==> src/rtl/mult_issue_arbiter.sv <==
`timescale 1ns/1ps
`default_nettype none
// ============================================================================
//  Module   : mult_issue_arbiter
//  Purpose  : Shares one pipelined multiplier datapath between NUM_REQ
//             requesters. Picks requesters round-robin, registers their
//             operands into the datapath, and follows each requester ID
//             through the datapath latency with a tag shift register.
//             Products land in a credit-protected response FIFO. The
//             datapath cannot stall, so a product must never meet a full
//             FIFO.
//  Options  : MULT_ARB_QOS_EN - when defined, requester 0 has strict
//             priority over the round-robin among requesters 1..NUM_REQ-1.
//  Ports    : clk, rst (async, active-low)
//             req_valid/req_ready/req_a/req_b/req_unsigned - requester side
//             mul_valid/mul_a/mul_b/mul_unsigned -> datapath (registered)
//             mul_p <- datapath product, MUL_LAT cycles after mul_valid
//             rsp_valid/rsp_ready/rsp_id/rsp_p    - response side
//             idle - nothing issued, in flight or buffered
//  Revision : 1.0 - initial release
// ============================================================================
module mult_issue_arbiter #(
    parameter int W       = 16,
    parameter int NUM_REQ = 4,
    parameter int MUL_LAT = 2
) (
    input  logic                       clk,
    input  logic                       rst,
    input  logic [NUM_REQ-1:0]         req_valid,
    output logic [NUM_REQ-1:0]         req_ready,
    input  logic [NUM_REQ*W-1:0]       req_a,
    input  logic [NUM_REQ*W-1:0]       req_b,
    input  logic [NUM_REQ-1:0]         req_unsigned,
    output logic                       mul_valid,
    output logic [W-1:0]               mul_a,
    output logic [W-1:0]               mul_b,
    output logic                       mul_unsigned,
    input  logic [2*W-1:0]             mul_p,
    output logic                       rsp_valid,
    input  logic                       rsp_ready,
    output logic [$clog2(NUM_REQ)-1:0] rsp_id,
    output logic [2*W-1:0]             rsp_p,
    output logic                       idle
);

    localparam int DEPTH = MUL_LAT + 1;
    localparam int IDW   = $clog2(NUM_REQ);
    localparam int PW    = $clog2(DEPTH);
    localparam int CW    = $clog2(DEPTH + 1);

`ifdef MULT_ARB_QOS_EN
    localparam bit QOS_EN = 1'b1;
`else
    localparam bit QOS_EN = 1'b0;
`endif

    // ------------------------------------------------------------------
    // State
    // ------------------------------------------------------------------
    logic [IDW-1:0]   r_rr_ptr;
    logic [CW-1:0]    r_credits;
    logic             r_mul_valid;
    logic [W-1:0]     r_mul_a;
    logic [W-1:0]     r_mul_b;
    logic             r_mul_unsigned;
    logic [IDW-1:0]   r_issue_id;
    logic [MUL_LAT-1:0] r_tag_vld;
    logic [IDW-1:0]   r_tag_id [MUL_LAT];
    logic [IDW-1:0]   r_fifo_id [DEPTH];
    logic [2*W-1:0]   r_fifo_p  [DEPTH];
    logic [PW-1:0]    r_wr_ptr;
    logic [PW-1:0]    r_rd_ptr;
    logic [CW-1:0]    r_count;

    logic             w_grant_vld;
    logic [IDW-1:0]   w_grant_idx;
    logic [IDW:0]     w_scan;
    logic [W-1:0]     w_sel_a;
    logic [W-1:0]     w_sel_b;
    logic             w_sel_uns;
    logic             w_push;
    logic             w_pop;

    // ------------------------------------------------------------------
    // Arbitration: scan from r_rr_ptr upward with wrap. In QoS mode
    // requester 0 is decided up front and skipped by the scan.
    // ------------------------------------------------------------------
    always_comb begin
        w_grant_vld = 1'b0;
        w_grant_idx = '0;
        w_scan      = '0;
        if (r_credits != '0) begin
            if (QOS_EN && req_valid[0]) begin
                w_grant_vld = 1'b1;
            end
            for (int k = 0; k < NUM_REQ; k++) begin
                w_scan = {1'b0, r_rr_ptr} + (IDW+1)'(k);
                if (w_scan >= (IDW+1)'(NUM_REQ)) begin
                    w_scan = w_scan - (IDW+1)'(NUM_REQ);
                end
                if (!w_grant_vld && req_valid[w_scan[IDW-1:0]] &&
                    !(QOS_EN && (w_scan == '0))) begin
                    w_grant_vld = 1'b1;
                    w_grant_idx = w_scan[IDW-1:0];
                end
            end
        end
    end

    // Operand mux for the granted requester
    always_comb begin
        w_sel_a   = '0;
        w_sel_b   = '0;
        w_sel_uns = 1'b0;
        for (int k = 0; k < NUM_REQ; k++) begin
            if (w_grant_idx == IDW'(k)) begin
                w_sel_a   = req_a[k*W +: W];
                w_sel_b   = req_b[k*W +: W];
                w_sel_uns = req_unsigned[k];
            end
        end
    end

    // Grants are masked while reset is held so nothing looks accepted
    always_comb begin
        req_ready = '0;
        if (w_grant_vld && rst) begin
            req_ready[w_grant_idx] = 1'b1;
        end
    end

    // ------------------------------------------------------------------
    // Issue register and round-robin pointer
    // ------------------------------------------------------------------
    always_ff @(posedge clk or negedge rst) begin
        if (!rst) begin
            r_mul_valid    <= 1'b0;
            r_mul_a        <= '0;
            r_mul_b        <= '0;
            r_mul_unsigned <= 1'b0;
            r_issue_id     <= '0;
            r_rr_ptr       <= '0;
        end else begin
            r_mul_valid <= w_grant_vld;
            if (w_grant_vld) begin
                r_mul_a        <= w_sel_a;
                r_mul_b        <= w_sel_b;
                r_mul_unsigned <= w_sel_uns;
                r_issue_id     <= w_grant_idx;
                // A strict-priority win by requester 0 leaves the rotation alone
                if (!(QOS_EN && (w_grant_idx == '0))) begin
                    r_rr_ptr <= (w_grant_idx == IDW'(NUM_REQ-1)) ? '0
                                                                 : w_grant_idx + 1'b1;
                end
            end
        end
    end

    assign mul_valid    = r_mul_valid;
    assign mul_a        = r_mul_a;
    assign mul_b        = r_mul_b;
    assign mul_unsigned = r_mul_unsigned;

    // ------------------------------------------------------------------
    // Tag pipe: fed from the issue register, so the last stage lines up
    // with mul_p exactly MUL_LAT cycles after the mul_valid cycle.
    // ------------------------------------------------------------------
    always_ff @(posedge clk or negedge rst) begin
        if (!rst) begin
            r_tag_vld <= '0;
            for (int k = 0; k < MUL_LAT; k++) begin
                r_tag_id[k] <= '0;
            end
        end else begin
            r_tag_vld[0] <= r_mul_valid;
            r_tag_id[0]  <= r_issue_id;
            for (int k = 1; k < MUL_LAT; k++) begin
                r_tag_vld[k] <= r_tag_vld[k-1];
                r_tag_id[k]  <= r_tag_id[k-1];
            end
        end
    end

    assign w_push = r_tag_vld[MUL_LAT-1];
    assign w_pop  = rsp_valid & rsp_ready;

    // ------------------------------------------------------------------
    // Response FIFO. Storage needs no reset: outputs are gated by
    // occupancy, and the credit scheme guarantees room for every push.
    // ------------------------------------------------------------------
    always_ff @(posedge clk) begin
        if (w_push) begin
            r_fifo_id[r_wr_ptr] <= r_tag_id[MUL_LAT-1];
            r_fifo_p[r_wr_ptr]  <= mul_p;
        end
    end

    always_ff @(posedge clk or negedge rst) begin
        if (!rst) begin
            r_wr_ptr  <= '0;
            r_rd_ptr  <= '0;
            r_count   <= '0;
            r_credits <= CW'(DEPTH);
        end else begin
            if (w_push) begin
                r_wr_ptr <= (r_wr_ptr == PW'(DEPTH-1)) ? '0 : r_wr_ptr + 1'b1;
            end
            if (w_pop) begin
                r_rd_ptr <= (r_rd_ptr == PW'(DEPTH-1)) ? '0 : r_rd_ptr + 1'b1;
            end
            case ({w_push, w_pop})
                2'b10:   r_count <= r_count + 1'b1;
                2'b01:   r_count <= r_count - 1'b1;
                default: r_count <= r_count;
            endcase
            // A credit is held from issue until its response is popped
            case ({w_grant_vld, w_pop})
                2'b10:   r_credits <= r_credits - 1'b1;
                2'b01:   r_credits <= r_credits + 1'b1;
                default: r_credits <= r_credits;
            endcase
        end
    end

    assign rsp_valid = (r_count != '0);
    assign rsp_id    = rsp_valid ? r_fifo_id[r_rd_ptr] : '0;
    assign rsp_p     = rsp_valid ? r_fifo_p[r_rd_ptr]  : '0;
    assign idle      = !r_mul_valid && (r_tag_vld == '0) && !rsp_valid;

endmodule
`default_nettype wire

==> config.mk <==
export PLATFORM = sky130hd
export DESIGN_NAME = mult_issue_arbiter
export DESIGN_NICKNAME = d
export VERILOG_FILES = /design/src/rtl/mult_issue_arbiter.sv
export SDC_FILE = /design/constraint.sdc
export NUM_CORES = 1
export LEC_CHECK = 0
export ABC_CLOCK_PERIOD_IN_PS = 10600
export CAP_MARGIN = 40
export CORE_ASPECT_RATIO = 0.7
export CORE_UTILIZATION = 38
export CTS_CLUSTER_DIAMETER = 100
export DETAILED_ROUTE_END_ITERATION = 8
export PLACE_DENSITY = 0.68
export SYNTH_ARGS = -nofsm -noshare
export SYNTH_HDL_FRONTEND = slang
export SYNTH_SLANG_ARGS = --single-unit
==> constraint.sdc <==
create_clock -name clk -period 10.6 [get_ports clk]
set_input_delay 1.06 -clock clk [delete_from_list [all_inputs] [get_ports clk]]
set_output_delay 1.06 -clock clk [all_outputs]
set_load 0.005 [all_outputs]
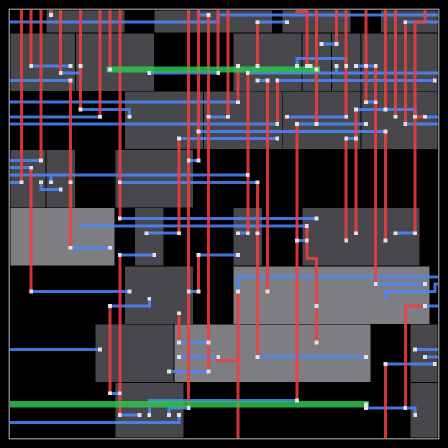
Fig. 1. Close-up of the layout.
Window x 117 to 137, y 79 to 99 µm. Cells in grey, sequential cells in the stronger grey; small squares are vias.
[green] metal 3
[blue] metal 1
[red] metal 2
most frequent: clkdlybuf4s50_1 (8)
cells with their middle in the window: 22
netlist names of flops here include: mul_b (3)
sequential cells in the window: 3

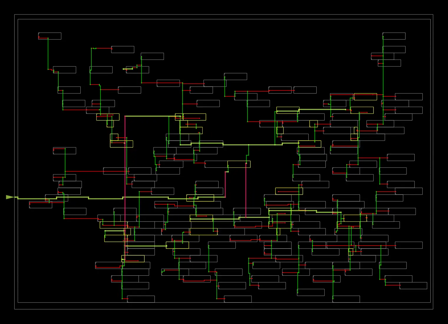
Fig. 2. Clock nets.
clock sinks: 154
worst skew pair latency: 0.42 ns

==> results_dict.tcl <==
# yosys + openroad results
set metrics [dict create \
    status "complete, no violations" \
    finalCriticalPeriod_ns 5.14 \
    worst_pin_slew_ns 0.837 \
    cts_max_path_buffers 2 \
    p_clk_w 0.000637 \
    flop_cell "edfxtp_1" \
    sw_frac_of_total_pct 36.1 \
    clockPowerShare_pct 19.0 \
    final.clkbuf_count 18 \
    post-route-util_pct 55.9 \
    core_area_mm2 0.0190 \
    drt_wl_total_mm 19.4 \
    postSynthAreaPerCell_um2 12.4 \
    crit_start "req_valid[0]" \
    warning_count 29 \
    finalMaxSlewViolations 0 \
    synth_area_mm2 0.00741 \
    drive_above_1_share_pct 15.2 \
    hp-start "r_tag_id[2]$_DFF_PN0_" \
    num-multi-input-gates 361 \
    aoi_share_pct 20.7 \
    reg2reg_from "r_credits[0]$_DFFE_PN1P_" \
    whs_ns 0.367 \
    critPathKind "in -> out" \
    rr_worst_depth 10 \
    top_cells_by_area "edfxtp_1 (41%), dfrtp_1 (17%), a221oi_2 (6.1%)" \
    worstPathRequired_ns 9.54 \
    dp.final_hpwl_mm 13.6 \
    yosysWarnings 0 \
    fillers 1586 \
    async_reset_ff_share_pct 33.8 \
    tns_ns 0 \
    leakagePower_nw 4.10 \
    synth_flops 154 \
    setup_viol_count_final 0 \
    signal_buffers 255 \
    pg_comb_w 0.00169 \
    p_seq_w 0.00103 \
    ys_cells 600 \
    syn_nets 777 \
    synthMuxAreaShare_pct 4.72 \
    seq_area_mm2 0.00437 \
    clk_share_pct 5.86 \
    edf_count 102 \
    num_rows 42 \
    fin_crit_sh_pct 48.5 \
    ff2ff_setup_slack_ns 7.39 \
    fp.dieW_um 169 \
    comb_area_share_pct 24.5 \
    wl_per_cell_um 17.6 \
    ys_top_cells_by_count "nor2_1 (111), edfxtp_1 (102), a21oi_1 (63)" \
    synthCells 600 \
    worst_setup_path_start_kind "input pin" \
    die_h_um 119 \
    synth_top_area_share_pct 41.3 \
    grt_pass1_vias 5852 \
    place_area_mm2 0.0100 \
    adder_share_pct 1.01 \
    power_density_mw_per_mm2 316 \
    fmax_ghz 0.195 \
    rsz0062_at_grt "no" \
    htree_levels 4 \
    xor_share_pct 0.709 \
    cts_resized 0 \
    via_per_inst 5.05 \
    post-route-drc-count 0 \
    grt_pass1_wl_mm 30.7 \
    p_int_w 0.00215 \
    ios 245 \
    yosysTopAreaCell "edfxtp_1" \
    fin_nets 1006 \
    total_power_w 0.00336 \
    fin_area_mm2 0.0106 \
    relSlewSlack_pct 44.2 \
    simple_gate_share_pct 7.56 \
    yosysSeqAreaShare_pct 58.9 \
    taps 264 \
    fin_ws_ns 5.46 \
    grt_usage_pct 19.9 \
    pre_cts_ws_ns 5.44 \
    hold_path_end "r_tag_id[0]$_DFF_PN0_" \
    largest_class "flip-flops and latches" \
    placed_cells 1074 \
    endpoint_kind "output port" \
    cts_tree "yes" \
    switchingPower_w 0.00121 \
    sh_seq_area_pct 41.1 \
    ctsRootBufferMaster "clkbuf_16" \
    area_growth_pct 43.4 \
    r2r_end "mul_b[10]$_DFFE_PN0P_" \
    drt_iter0_markers 318 \
    dieArea_mm2 0.0201 \
    path_clk_slew_ns 0.06 \
    yosys_area_mm2 0.00741 \
    grt_use_met1_pct 26.4 \
    crit_path_end "req_ready[2]" \
    grt_start_max_net_pins 68 \
    hold_path_class "reg -> reg" \
    ir_worst_vdd_uv 123 \
    cts_hold_buf 0 \
    top_cell "nor2_1" \
    cts_made_buffers 17 \
    power_leader "combinational cells" \
    antennaDiodeCount 0 \
    hold_depth 0 \
    sequentialPowerShare_pct 30.5 \
    critPathMaxFanout 67 \
    maxCapViolations 0 \
    nFlopsAndLatches 154 \
    post_cts_buffers 0 \
    final_cells 1106 \
]
cell usage in the layout, fill, tap and decap left out, drive strengths merged:
master / synthesis / routed
a2111oi: 1 / 1
a211o: 32 / 32
a21o: 6 / 6
a21oi: 103 / 103
a221oi: 33 / 33
a311oi: 1 / 1
and3: 4 / 4
buf: 21 / 12
bufinv: 0 / 4
clkbuf: 24 / 18
clkdlybuf4s50: 0 / 243
clkinv: 0 / 3
clkinvlp: 0 / 4
dfrtp: 50 / 50
dfstp: 2 / 2
edfxtp: 102 / 102
ha: 6 / 6
inv: 40 / 43
mux2i: 35 / 35
nand2: 9 / 9
nand2b: 2 / 2
nand4bb: 2 / 2
nor2: 111 / 111
nor2b: 2 / 2
nor3: 2 / 2
nor3b: 1 / 1
nor4: 1 / 1
o21ai: 2 / 2
o221ai: 1 / 1
or2: 1 / 1
xnor2: 3 / 3
xor2: 3 / 3
sequential cells by signal, summed over array words and instances, names as in the netlist:
| register | cells |
|---|---|
| mul_a | 16 |
| mul_b | 16 |
| mul_unsigned | 1 |
| mul_valid | 1 |
| r_count | 2 |
| r_credits | 2 |
| r_fifo_id | 6 |
| r_fifo_p | 96 |
| r_issue_id | 2 |
| r_rd_ptr | 2 |
| r_rr_ptr | 2 |
| r_tag_id | 4 |
| r_tag_vld | 2 |
| r_wr_ptr | 2 |
critical path, cell delays in order:
cell,delay [ns]
clkdlybuf4s50_1,0.50
nor2_1,0.20
a21o_4,0.49
a2111oi_4,0.11
inv_1,0.12
ha_2,0.16
buf_4,0.64
and3_1,0.26
clkdlybuf4s50_1,0.50
layer usage:
metal  up-vias  part of all wire (%)
met4         0                   1.8
met1      2743                    44
li1       2640                     -
met5         -                     0
met2       180                    48
met3        25                   6.0
